[src/rtl/ula_pkg.sv]
// rtl/ula_pkg.sv - opcode/state enums and saturation bounds shared by ula_seq
package ula_pkg;

   typedef enum logic [2:0] {
      OP_LOAD    = 3'd0,
      OP_ADD     = 3'd1,
      OP_ADDI    = 3'd2,
      OP_SUB     = 3'd3,
      OP_SUBI    = 3'd4,
      OP_MUL     = 3'd5,
      OP_CLEAR   = 3'd6,
      OP_DISPLAY = 3'd7
   } ula_op_t;

   typedef enum logic [1:0] {
      ST_IDLE = 2'd0,
      ST_BUSY = 2'd1,
      ST_HOLD = 2'd2
   } ula_state_t;

   // Bounds are returned wide; callers truncate to 2*WIDTH, which always holds them.
   function automatic logic signed [127:0] sat_max(input int w);
      return (128'sd1 <<< (w - 1)) - 128'sd1;
   endfunction

   function automatic logic signed [127:0] sat_min(input int w);
      return -(128'sd1 <<< (w - 1));
   endfunction

endpackage

[src/rtl/ula_mul_seq.sv]
// rtl/ula_mul_seq.sv - iterative signed shift-add multiplier on operand magnitudes
module ula_mul_seq #(
   parameter int WIDTH = 16
) (
   input  logic                        clk,
   input  logic                        rst_n,
   input  logic                        start,
   input  logic [WIDTH-1:0]            a,
   input  logic [WIDTH-1:0]            b,
   output logic                        done,
   output logic signed [2*WIDTH-1:0]   product
);

   localparam int CW = $clog2(WIDTH + 1);

   logic [WIDTH-1:0]   mag_a, mag_b, mplier;
   logic [2*WIDTH-1:0] mcand, acc;
   logic [CW-1:0]      cnt;
   logic               neg, busy;

   // Magnitudes as unsigned WIDTH-bit values so the most-negative operand still fits.
   assign mag_a = a[WIDTH-1] ? -a : a;
   assign mag_b = b[WIDTH-1] ? -b : b;

   assign product = $signed(neg ? -acc : acc);

   // The start edge performs the first iteration; done pulses after the WIDTH-th.
   always_ff @(posedge clk or negedge rst_n) begin
      if (!rst_n) begin
         acc    <= '0;
         mcand  <= '0;
         mplier <= '0;
         cnt    <= '0;
         neg    <= 1'b0;
         busy   <= 1'b0;
         done   <= 1'b0;
      end else begin
         done <= 1'b0;
         if (start) begin
            acc    <= mag_b[0] ? {{WIDTH{1'b0}}, mag_a} : '0;
            mcand  <= {{(WIDTH-1){1'b0}}, mag_a, 1'b0};
            mplier <= mag_b >> 1;
            cnt    <= CW'(1);
            neg    <= a[WIDTH-1] ^ b[WIDTH-1];
            busy   <= 1'b1;
         end else if (busy) begin
            if (mplier[0]) begin
               acc <= acc + mcand;
            end
            mcand  <= mcand << 1;
            mplier <= mplier >> 1;
            cnt    <= cnt + CW'(1);
            if (cnt == CW'(WIDTH - 1)) begin
               busy <= 1'b0;
               done <= 1'b1;
            end
         end
      end
   end

endmodule

[src/rtl/ula_seq.sv]
// rtl/ula_seq.sv - handshaked ALU with registered result, flags and sequential multiply
// Optional feature macro: ULA_SAT_EN (saturate S on signed overflow).
module ula_seq
   import ula_pkg::*;
#(
   parameter int WIDTH = 16
) (
   input  logic             clk,
   input  logic             rst_n,
   input  logic             in_valid,
   output logic             in_ready,
   input  logic [2:0]       param,
   input  logic [WIDTH-1:0] A,
   input  logic [WIDTH-1:0] B,
   output logic             out_valid,
   input  logic             out_ready,
   output logic [WIDTH-1:0] S,
   output logic             zf,
   output logic             nf,
   output logic             vf
);

   localparam logic signed [2*WIDTH-1:0] MAXV = (2*WIDTH)'(sat_max(WIDTH));
   localparam logic signed [2*WIDTH-1:0] MINV = (2*WIDTH)'(sat_min(WIDTH));

   ula_state_t                 state;
   ula_op_t                    op;
   logic signed [2*WIDTH-1:0]  a_x, b_x, cmd_v, mul_p, src;
   logic [WIDTH-1:0]           res;
   logic                       ovf, mul_start, mul_done;

   assign op  = ula_op_t'(param);
   assign a_x = {{WIDTH{A[WIDTH-1]}}, A};
   assign b_x = {{WIDTH{B[WIDTH-1]}}, B};

   // True (unwrapped) result of a single-cycle command, wide enough to never overflow.
   always_comb begin
      cmd_v = '0;
      case (op)
         OP_LOAD:          cmd_v = b_x;
         OP_ADD, OP_ADDI:  cmd_v = a_x + b_x;
         OP_SUB, OP_SUBI:  cmd_v = a_x - b_x;
         OP_DISPLAY:       cmd_v = a_x;
         default:          cmd_v = '0;
      endcase
   end

   assign src = (state == ST_BUSY) ? mul_p : cmd_v;
   assign ovf = (src > MAXV) || (src < MINV);

`ifdef ULA_SAT_EN
   assign res = !ovf ? src[WIDTH-1:0]
              : (src[2*WIDTH-1] ? MINV[WIDTH-1:0] : MAXV[WIDTH-1:0]);
`else
   assign res = src[WIDTH-1:0];
`endif

   assign mul_start = (state == ST_IDLE) && in_valid && (op == OP_MUL);

   ula_mul_seq #(.WIDTH(WIDTH)) u_mul (
      .clk     (clk),
      .rst_n   (rst_n),
      .start   (mul_start),
      .a       (A),
      .b       (B),
      .done    (mul_done),
      .product (mul_p)
   );

   always_ff @(posedge clk or negedge rst_n) begin
      if (!rst_n) begin
         state     <= ST_IDLE;
         in_ready  <= 1'b1;
         out_valid <= 1'b0;
         S         <= '0;
         zf        <= 1'b0;
         nf        <= 1'b0;
         vf        <= 1'b0;
      end else begin
         case (state)
            ST_IDLE: begin
               if (in_valid) begin
                  in_ready <= 1'b0;
                  if (op == OP_MUL) begin
                     state <= ST_BUSY;
                  end else begin
                     S         <= res;
                     zf        <= (res == '0);
                     nf        <= res[WIDTH-1];
                     vf        <= ovf;
                     out_valid <= 1'b1;
                     state     <= ST_HOLD;
                  end
               end
            end
            ST_BUSY: begin
               if (mul_done) begin
                  S         <= res;
                  zf        <= (res == '0);
                  nf        <= res[WIDTH-1];
                  vf        <= ovf;
                  out_valid <= 1'b1;
                  state     <= ST_HOLD;
               end
            end
            ST_HOLD: begin
               if (out_ready) begin
                  out_valid <= 1'b0;
                  in_ready  <= 1'b1;
                  state     <= ST_IDLE;
               end
            end
            default: begin
               state     <= ST_IDLE;
               in_ready  <= 1'b1;
               out_valid <= 1'b0;
            end
         endcase
      end
   end

endmodule
[config.mk]
export PLATFORM = sky130hd
export DESIGN_NAME = ula_seq
export DESIGN_NICKNAME = d
export VERILOG_FILES = /design/src/rtl/ula_pkg.sv /design/src/rtl/ula_mul_seq.sv /design/src/rtl/ula_seq.sv
export SDC_FILE = /design/constraint.sdc
export NUM_CORES = 1
export LEC_CHECK = 0
export CORE_MARGIN = 5
export CORE_UTILIZATION = 60
export CTS_CLUSTER_DIAMETER = 200
export DETAILED_ROUTE_END_ITERATION = 6
export PLACE_DENSITY = 0.81
export SETUP_SLACK_MARGIN = 0.5
export SLEW_MARGIN = 5
export SYNTH_ARGS = -nofsm -noshare
export SYNTH_HDL_FRONTEND = slang
export SYNTH_SLANG_ARGS = --single-unit
[constraint.sdc]
create_clock -name clk -period 3.9 [get_ports clk]
set_clock_uncertainty 0.1 [all_clocks]
set_input_delay 0.39 -clock clk [delete_from_list [all_inputs] [get_ports clk]]
set_output_delay 0.39 -clock clk [all_outputs]
set_load 0.01 [all_outputs]
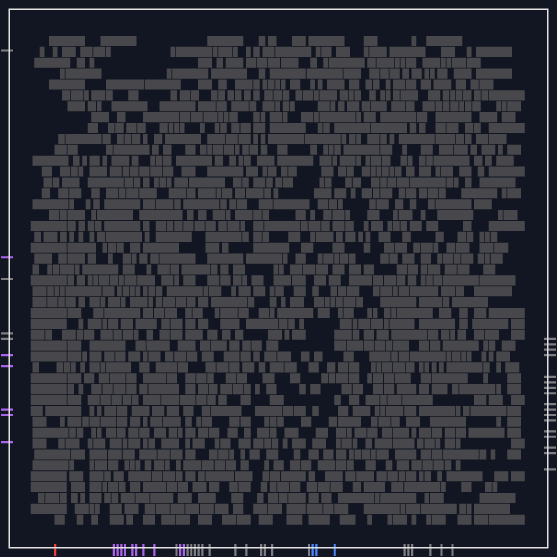
Figure 1: I/O pins on the die edge.
Drawn at 4 px/µm. Pins as bars across the die edge, other pins in grey.
`B`: in purple, pins 16, direction input, edge 10 south, 6 west. `param`: in blue, pins 3, direction input, edge south. `rst_n`: in red, pins 1, direction input, edge south.
All pins by edge: 33 south, 17 east, 10 west.
die height: 134.2 µm
I/O Buffers: 59
Chip Width: 134.2 µm

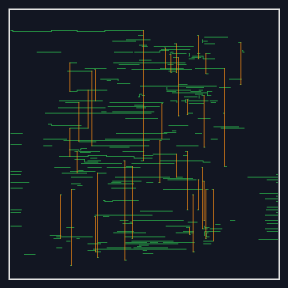
Figure 2: routed metal, one colour a layer.
Drawn at 2 px/µm. Only two layers are drawn.
M4: in orange, wire length 817 µm. M3: in green, wire length 2050 µm.
Global Route Usage Sum: 0.3056
routed wire length: 28520 µm
Routed WL per cell: 19.52 µm
number of vias after detailed routing: 9445

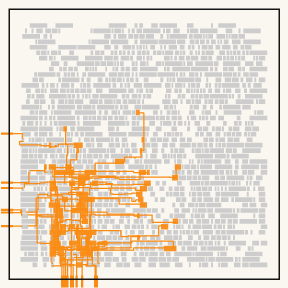
Figure 3: wires at chosen ports, followed through buffers.
Drawn at 2 px/µm.
`B`: in orange, direction input, edge 10 south, 6 west, end cells 80, buffers 30, wire 1830 µm.
I/O pin count: 60

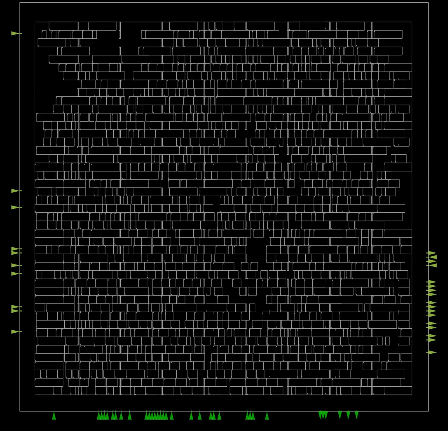
Figure 4: placed standard cells.
Core Rows: 45
utilization of the core after routing: 0.7578
Finished Layout Cells: 1461

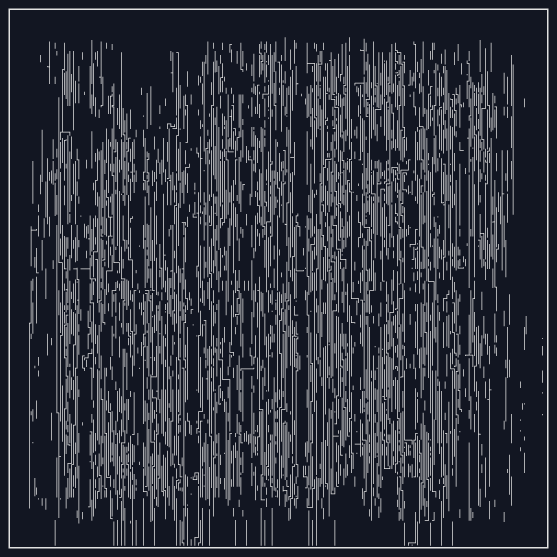
Figure 5: the metal 2 layer.
Drawn at 4 px/µm.
The layer holds 47% of the routed length. The longest straight run is 46.9 µm. The layer carries 13300 µm of wire. The wires run mostly vertical.
met2 Resource Use GR: 0.4832

==> Implementation_results.wiki <==
== Run summary ==
{| class="wikitable"
! Metric !! Value
|-
| Count of cells along the worst register-to-register path || 9
|-
| Worst slack at placement || -0.3818 ns
|-
| Top logic cell by instance count in the layout || sky130_fd_sc_hd__nand2_1
|-
| Slowest stage cell on the critical path || sky130_fd_sc_hd__or4b_4
|-
| Number of warnings printed during yosys synthesis || 0
|-
| Pwr dens || 628.9 nW/µm²
|-
| Rel. slew slack || 0.4109
|-
| Via count of the first global-routing pass || 8649
|-
| Setup TNS after final layout || 0 ns
|-
| Number of buffer and inverter instances along the worst setup path || 3
|-
| Instance area at placement || 10760 µm²
|-
| Wire length of the first global-routing pass || 44820 µm
|-
| Syn_nets || 1229
|-
| Slowest cell delay on critical path || 0.54 ns
|-
| Kind of path behind the tightest hold check || primary input to asynchronous set/reset pin
|-
| Critical register-to-register path endpoint || vf$_DFFE_PN0P_
|-
| Number of detailed-route iterations in the first pass || 6
|-
| Crit-path leading delay family || simple AND/OR/NAND/NOR gates
|-
| CTS tree || yes
|-
| Number of antenna violations at the first check in global routing || 1
|-
| Maximum number of pins on one net before global-route repair || 115
|-
| RSZ-0062 raised after global routing || true
|-
| Final non-filler cell area || 11480 µm²
|-
| Final tally of hold violations || 0
|-
| Syn Std Cell Area || 9260 µm²
|-
| Total Die Area || 18020 µm²
|-
| Count of distinct cell types in the synthesized netlist || 82
|-
| Dominant logic cell types in the final layout || sky130_fd_sc_hd__nand2_1 (136), sky130_fd_sc_hd__buf_4 (127), sky130_fd_sc_hd__dfrtp_1 (106)
|-
| Min Clock Period, post-route || 3.570 ns
|-
| Leakage power summed over all cells || 5.130 nW
|-
| Growth of design area from synthesis to finish || 23.94%
|-
| RD Place Congestion || 0.9736
|-
| Total inserted antenna cells || 0
|-
| Biggest fanout along the worst timing path || 7
|-
| Synthesized area per cell || 8.159 µm²
|-
| Outcome || finished clean
|-
| Min setup slack post-route || 0.3296 ns
|-
| Slew at the pin closest to its max-slew limit || 0.8837 ns
|-
| Net Sw Power || 0.003226 W
|-
| Clock group share of total power || 0.129
|-
| Clk buf depth || 2
|-
| Area reported by Yosys stat || 9260 µm²
|-
| Internal power || 0.003991 W
|-
| Switching power as a share of total power || 0.4470
|-
| Crit. End Element || register
|-
| Worst IR drop on VDD || 0.0003363 V
|-
| Num Clock Sinks || 108
|-
| Req. time, crit path || 4.07 ns
|-
| # Cells Yosys || 1135
|-
| CTS clock-pin slew for the worst setup and hold paths || 0.07 ns
|-
| CTS Root Buffer Type || sky130_fd_sc_hd__clkbuf_16
|-
| Setup slack of the most critical reg-to-reg path || 0.60 ns
|-
| Startpoint class of the critical path || primary input
|-
| Avg Vias per Cell || 6.465
|-
| Number of storage elements in the synthesis netlist || 108
|-
| Initial core utilization || 0.6114
|-
| GRT Residual Overflow || 0
|-
| Crit path DAT || 3.74 ns
|-
| Total DRC errors in the routed layout || 0
|-
| Sequential-to-total area share from yosys stat || 0.2920
|-
| Sequential cell fraction of total power || 0.300
|-
| Placed cell count || 1429
|-
| Origin of the critical flop-to-flop path || u_mul.acc[6]$_DFFE_PN0P_
|-
| Final critical-path share of the clock period || 0.9155
|-
| Share of async-settable or async-resettable flops after synthesis || 1.000
|-
| Maximum level of the CTS H-tree || 3
|-
| F_max || 0.2801 GHz
|-
| Category of the most critical setup path || primary input to register
|-
| Area of the core || 15150 µm²
|-
| Part of the power in combinational logic || 0.571
|-
| Count of flip-flops with a built-in enable after synthesis || 0
|-
| Fraction of layout cells with a size suffix above 1 || 0.1909
|-
| Tally of max-capacitance violations || 0
|-
| DR iter-0 viols || 915
|-
| Number of nets in the layout || 1363
|-
| Count of warning messages emitted by the tools || 32
|-
| Most used flip-flop cell after synthesis || sky130_fd_sc_hd__dfrtp_1
|-
| Insertion delay at the late pin of the worst-skew pair || 0.36 ns
|-
| Hpwl dp || 20740 µm
|-
| CTS Buf Count || 9
|-
| Synth Instances || 1135
|-
| Setup-failing EPs final || 0
|-
| Tally of nets with antenna violations remaining after routing || 0
|-
| Final count of pins violating max slew || 0
|-
| Cell-by-cell trace of the critical path || buf_8 > nor2b_4 > a22oi_2 > buf_12 > nor2_2 > a21o_1 > fa_2 > buf_4 > xnor2_1 > a222oi_1 > o21ai_1 > nand4bb_1 > nor4_2 > nand4b_1 > or4b_4 > o31ai_4
|}
## kinds of logic after synthesis
logic type	Yosys count	synth area share
mux	43	0.04675
flops	108	0.2920
buf+inv	98	0.04094
fa+ha+maj	55	0.07594
compound gates	333	0.2377
xor+xnor	103	0.09742
simple gates	395	0.2093
## what timing repair did
| action | in CTS | in global routing |
|---|---|---|
| resized | 46 | 73 |
| hold buffers | 0 | 0 |
| buffers inserted | 8 | 9 |
| endpoints found under the setup margin | 9 | 8 |
| pin swaps | 23 | 55 |
## power by group through the flow
stage | Clock [W] | Combinational (W) | Sequential (W)
after floorplan | 0 | 0.00285 | 0.00194
after global placement | 0 | 0.00378 | 0.00213
after detailed placement | 0 | 0.00390 | 0.00216
after CTS | 0.000939 | 0.00397 | 0.00214
after global routing | 0.000984 | 0.00451 | 0.00221
final | 0.000930 | 0.00412 | 0.00216
## sequential cells by signal, indices dropped and copies added (netlist names)
name	count
u_mul.neg	1
u_mul.cnt	5
u_mul.mcand	31
in_ready	1
zf	1
u_mul.mplier	15
S	16
vf	1
out_valid	1
u_mul.busy	1
u_mul.acc	32
state	2
u_mul.done	1
## final cells by class
type,count,area [µm²]
clock buffer,12,246.5
inverter,28,105.1
timing repair buffer,193,1615
tap,188,235.2
clock inverter,3,47.55
fill,1121,3669
multi-input combinational,929,6523
sequential,108,2705
## cell usage after synthesis (all sizes together), types with 8 or more instances
| cell type | n | area, µm² |
|---|---|---|
| nor2b | 25 | 156.4 |
| nand4 | 12 | 75.07 |
| ha | 53 | 663.1 |
| o31ai | 25 | 192.7 |
| nand2 | 140 | 525.5 |
| nand3 | 35 | 175.2 |
| buf | 16 | 71.32 |
| nor4 | 11 | 81.32 |
| o21ai | 93 | 465.4 |
| or3 | 13 | 81.33 |
| xnor2 | 47 | 411.6 |
| nor2 | 75 | 289.0 |
| o22ai | 20 | 125.1 |
| mux2i | 41 | 410.4 |
| a21oi | 68 | 344.1 |
| xor2 | 56 | 490.5 |
| inv | 28 | 105.1 |
| dfrtp | 107 | 2678 |
| clkbuf | 54 | 202.7 |
| a211oi | 21 | 162.6 |
| and3 | 8 | 50.05 |
| nand2b | 14 | 87.58 |
| nor3 | 25 | 125.1 |
| a31oi | 10 | 62.56 |
| a21o | 18 | 136.4 |
## per-layer routing
layer  up-vias  GRT usage  share of wire
li1       4443          -              -
met1      4492     0.4329           0.43
met2       434     0.4832           0.47
met3        74    0.04389          0.072
met4         2     0.1001          0.029
met5         -          0        0.00046
## stage by stage
step / hold WS [ns] / total power (W)
6_report: 0.05056 / 0.007218
5_1_grt: 0.1191 / 0.007710
4_1_cts: 0.08513 / 0.007048
3_5_place_dp: 0.3619 / 0.006055
3_3_place_gp: 0.3567 / 0.005919
2_1_floorplan: -0.005591 / 0.004795
## worst max-delay path by stage
stage	from	to	slack, ns	depth (start not counted)
after floorplan	param[2]	zf$_DFFE_PN0P_	0.009	16
after global placement	param[0]	zf$_DFFE_PN0P_	-0.35	16
after detailed placement	param[0]	zf$_DFFE_PN0P_	-0.38	17
after CTS	param[0]	zf$_DFFE_PN0P_	0.39	17
after global routing	B[11]	zf$_DFFE_PN0P_	0.17	11
final	param[0]	zf$_DFFE_PN0P_	0.33	16
Power and IR drop assume default switching activity.
